Fig. 1: placement view
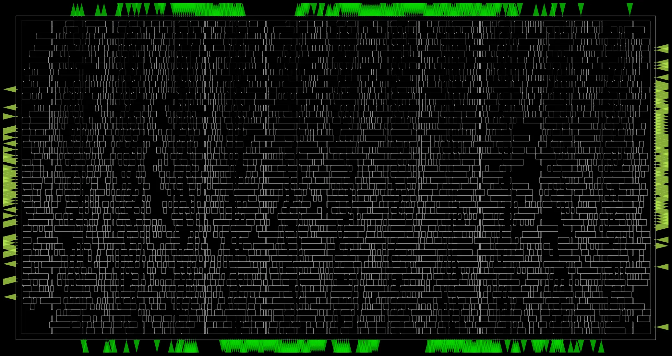
Fig. 2: cell classes on the final placement
Fill, decap, tap and diode cells in grey.
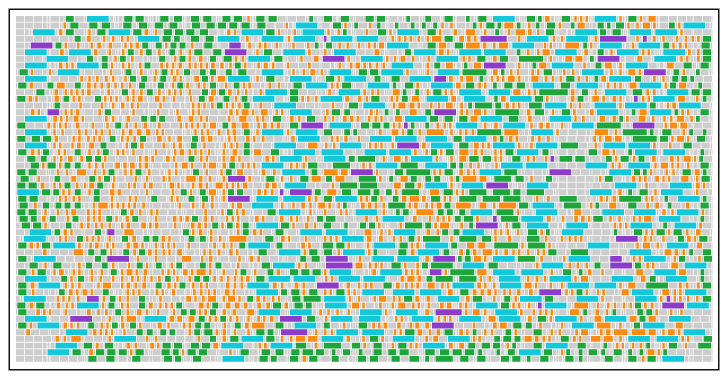
Fig. 3: I/O pins on the die edge
Pins as bars across the die edge, other pins in grey.
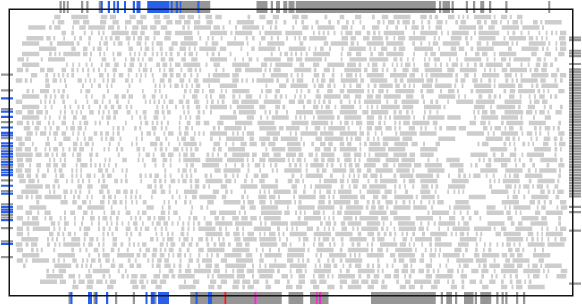
Fig. 4: metal layers overlaid
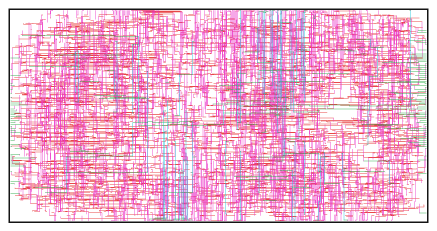
**src/rtl/load_store_unit.sv**
```systemverilog
// load_store_unit: MEM-stage bridge to a 64-bit byte-addressed data memory.
// Ports: req_* (valid/ready request in), resp_* (valid/ready response out),
//   mem_* (memory pins: address, writeData, MemWrite, MemRead, read_data),
//   busy (unit not idle). Sub-doubleword stores use read-modify-write.
module load_store_unit #(
    parameter int MEM_BYTES    = 128,
    parameter bit STRICT_ALIGN = 1'b0
) (
    input  logic        clk,
    input  logic        rst_n,
    input  logic        req_valid,
    output logic        req_ready,
    input  logic        req_write,
    input  logic [2:0]  req_funct3,
    input  logic [63:0] req_addr,
    input  logic [63:0] req_wdata,
    output logic        resp_valid,
    input  logic        resp_ready,
    output logic [63:0] resp_rdata,
    output logic        resp_fault,
    output logic [63:0] mem_address,
    output logic [63:0] mem_writeData,
    output logic        mem_MemWrite,
    output logic        mem_MemRead,
    input  logic [63:0] mem_read_data,
    output logic        busy
);

    typedef enum logic [1:0] {
        IDLE,
        READ,
        WRITE,
        RESP
    } state_t;

    localparam logic [64:0] LAST = 65'(MEM_BYTES - 1);

    state_t      state, state_nx;
    logic        r_write;
    logic [2:0]  r_f3;
    logic [63:0] r_addr;
    logic [63:0] r_wdata;
    logic [63:0] rdbuf;
    logic [63:0] wd_q;
    logic        r_fault;

    logic        req_fire;
    logic        req_flt;
    logic [64:0] end_addr;
    logic [63:0] amask;
    logic [63:0] merged;
    logic [63:0] ext;

    assign req_fire = req_valid && req_ready;

    // 65-bit end address so addresses near 2^64 fault rather than wrap
    always_comb begin
        end_addr = {1'b0, req_addr} + 65'd7;
        amask    = 64'd0;
        unique case (req_funct3[1:0])
            2'd0: amask = 64'd0;
            2'd1: amask = 64'd1;
            2'd2: amask = 64'd3;
            2'd3: amask = 64'd7;
        endcase
        req_flt = (end_addr > LAST)
               || (req_write && req_funct3[2])
               || (req_funct3 == 3'b111)
               || (STRICT_ALIGN && ((req_addr & amask) != 64'd0));
    end

    always_ff @(posedge clk or negedge rst_n) begin
        if (!rst_n) begin
            state <= IDLE;
        end else begin
            state <= state_nx;
        end
    end

    always_comb begin
        state_nx = state;
        unique case (state)
            IDLE: begin
                if (req_fire) begin
                    if (req_flt) begin
                        state_nx = RESP;
                    end else if (req_write && req_funct3 == 3'b011) begin
                        state_nx = WRITE;
                    end else begin
                        state_nx = READ;
                    end
                end
            end
            READ:  state_nx = r_write ? WRITE : RESP;
            WRITE: state_nx = RESP;
            RESP:  state_nx = resp_ready ? IDLE : RESP;
            default: state_nx = IDLE;
        endcase
    end

    always_ff @(posedge clk or negedge rst_n) begin
        if (!rst_n) begin
            r_write <= 1'b0;
            r_f3    <= 3'd0;
            r_addr  <= 64'd0;
            r_wdata <= 64'd0;
            r_fault <= 1'b0;
            rdbuf   <= 64'd0;
            wd_q    <= 64'd0;
        end else begin
            if (req_fire) begin
                r_write <= req_write;
                r_f3    <= req_funct3;
                r_addr  <= req_addr;
                r_wdata <= req_wdata;
                r_fault <= req_flt;
            end
            if (state == READ) begin
                rdbuf <= mem_read_data;
            end
            if (state == WRITE) begin
                wd_q <= merged;
            end
        end
    end

    // store data: low 1/2/4 bytes of wdata over the old doubleword
    always_comb begin
        merged = r_wdata;
        unique case (r_f3[1:0])
            2'd0: merged = {rdbuf[63:8], r_wdata[7:0]};
            2'd1: merged = {rdbuf[63:16], r_wdata[15:0]};
            2'd2: merged = {rdbuf[63:32], r_wdata[31:0]};
            2'd3: merged = r_wdata;
        endcase
    end

    always_comb begin
        ext = 64'd0;
        unique case (r_f3)
            3'b000: ext = {{56{rdbuf[7]}}, rdbuf[7:0]};
            3'b001: ext = {{48{rdbuf[15]}}, rdbuf[15:0]};
            3'b010: ext = {{32{rdbuf[31]}}, rdbuf[31:0]};
            3'b011: ext = rdbuf;
            3'b100: ext = {56'd0, rdbuf[7:0]};
            3'b101: ext = {48'd0, rdbuf[15:0]};
            3'b110: ext = {32'd0, rdbuf[31:0]};
            default: ext = 64'd0;
        endcase
    end

    always_comb begin
        req_ready     = rst_n && (state == IDLE);
        resp_valid    = 1'b0;
        resp_rdata    = 64'd0;
        resp_fault    = 1'b0;
        mem_address   = r_addr;
        mem_writeData = wd_q;
        mem_MemWrite  = 1'b0;
        mem_MemRead   = 1'b0;
        busy          = (state != IDLE);
        unique case (state)
            READ: mem_MemRead = 1'b1;
            WRITE: begin
                mem_MemWrite  = 1'b1;
                mem_writeData = merged;
            end
            RESP: begin
                resp_valid = 1'b1;
                resp_fault = r_fault;
                resp_rdata = (r_fault || r_write) ? 64'd0 : ext;
            end
            default: ;
        endcase
    end

endmodule

```
**config.mk**
```make
export PLATFORM = sky130hd
export DESIGN_NAME = load_store_unit
export DESIGN_NICKNAME = d
export VERILOG_FILES = /design/src/rtl/load_store_unit.sv
export SDC_FILE = /design/constraint.sdc
export NUM_CORES = 1
export LEC_CHECK = 0
export ABC_AREA = 1
export CELL_PAD_IN_SITES_DETAIL_PLACEMENT = 1
export CELL_PAD_IN_SITES_GLOBAL_PLACEMENT = 1
export CORE_ASPECT_RATIO = 0.5
export CORE_MARGIN = 2
export CORE_UTILIZATION = 33
export DETAILED_ROUTE_END_ITERATION = 16
export PLACE_DENSITY_LB_ADDON = 0.1
export SYNTH_ARGS = -nofsm -noshare
export SYNTH_HDL_FRONTEND = slang
export SYNTH_SLANG_ARGS = --single-unit
export TNS_END_PERCENT = 20
```
**constraint.sdc**
```tcl
create_clock -name clk -period 2.2 [get_ports clk]
set_clock_uncertainty 0.1 [all_clocks]
set_input_delay 0.22 -clock clk [delete_from_list [all_inputs] [get_ports clk]]
set_output_delay 0.22 -clock clk [all_outputs]
set_load 0.005 [all_outputs]
```
==> results.yml <==
# implementation run metrics
outcome:
  status: "complete, but fails checks"
  violations: "setup timing"
route:
  first_pass_iters: 5
  wirelength_um: 62300
  route.antenna.remaining_nets: 0
flow_run:
  openroad.warnings: 32
  cap_violations: 0
pwr:
  p_int_mw: 18.0
cells_and_area:
  final_cell_mix: "783 x nand2_1, 262 x clkdlybuf4s50_1, 261 x dfrtp_1, 256 x buf_4, 204 x nor2_1"
  syn_to_final_growth_pct: 65.5
  fin_cells: 3127
  n_all_inverters: 131
  dominant_cells: "multi-input combinational cells"
place:
  dp.cells: 2984
  gp_congestion: 0.901
  place_area_um2: 19700
global_routing:
  overflow: 0
clock_network:
  cts_inserted_buffers: 27
  root_buffer: "clkbuf_16"
  holdBufCountCts: 1
  clock_path_buffers: 3
  h-tree-depth: 1
  ctsResizeCount: 639
setup_path:
  critPathBufInv: 5
  startpoint: "rdbuf[7]"
  path_depth: 11
  cp_cell_sequence: "inv_1 -> nor2_1 -> nand2_1 -> nand2_2 -> a31o_4 -> buf_12 -> buf_8 -> buf_16 -> a21oi_4 -> nor2_2 -> buf_2"
  rrSetupSlack_ns: 0.21
  timing.rr.start: "state[0]"
  ff2ff_path_depth: 7
die:
  taps: 540
  die_width_um: 289
  die_area_um2: 42300
final_timing:
  setup-violations-final: 131
  setup_slack_ns: -0.424
  hold_viol_final: 0
  tightest_slew_ns: 0.903
  max_freq_mhz: 381
  hold-worst-slack_ns: 0.0771
logic_synthesis:
  edf_count: 0
  synth-simple-area-share_pct: 34.3
  synth.net_count: 2098
  ys_ff: 263
  ys_cells: 1897
worst_hold_path:
  hold_path.class: "in2reg"
About Fig. 1:
core area: 40,200 um^2
Seq/total area: 29.7%
Rows: 52
Filler cells: 4,973

About Fig. 2:
Cyan is registers, cells 263. Orange is remaining logic cells, cells 1,555. Purple is clock drivers and dummy loads, cells 49. Green is remaining buffers and delay cells, cells 714.

About Fig. 3:
Red is req_valid, pins 1, direction input, edge bottom. Magenta is req_funct3, pins 3, direction input, edge bottom. Blue is req_addr, pins 64, direction input, edge 24 top, 23 left, 17 bottom.
All pins by edge: 154 top, 146 bottom, 59 right, 39 left.

About Fig. 4:
Red is M1, wire length 26.6 mm. Green is M3, wire length 2,300 um. Cyan is M4, wire length 2,530 um. Magenta is M2, wire length 30.9 mm.

## synthesized netlist by cell type (2+ instances only)
master    instances
nand2_1         803
dfrtp_1         263
nor2_1          242
o21ai_0         195
inv_1           128
clkbuf_1         74
a21oi_1          59
nand3_1          45
nand4_1          22
xor2_1           10
nand2_2           9
nor2_2            9
nor3_1            8
nor2_4            7
buf_2             4
nand3b_1          4
clkinv_1          2
nand3_2           2
o21ai_1           2
## power by group through the flow
stage | registers [mW] | logic [mW] | clock network, mW
CTS | 8.45 | 14.7 | 5.31
floorplan | 8.13 | 4.80 | 0
finish | 8.61 | 15.9 | 5.22
detailed placement | 8.42 | 12.1 | 0
global placement | 8.33 | 11.9 | 0
global route | 8.85 | 17.1 | 5.52
No activity file was given, so power comes from the tool's default toggle rates.
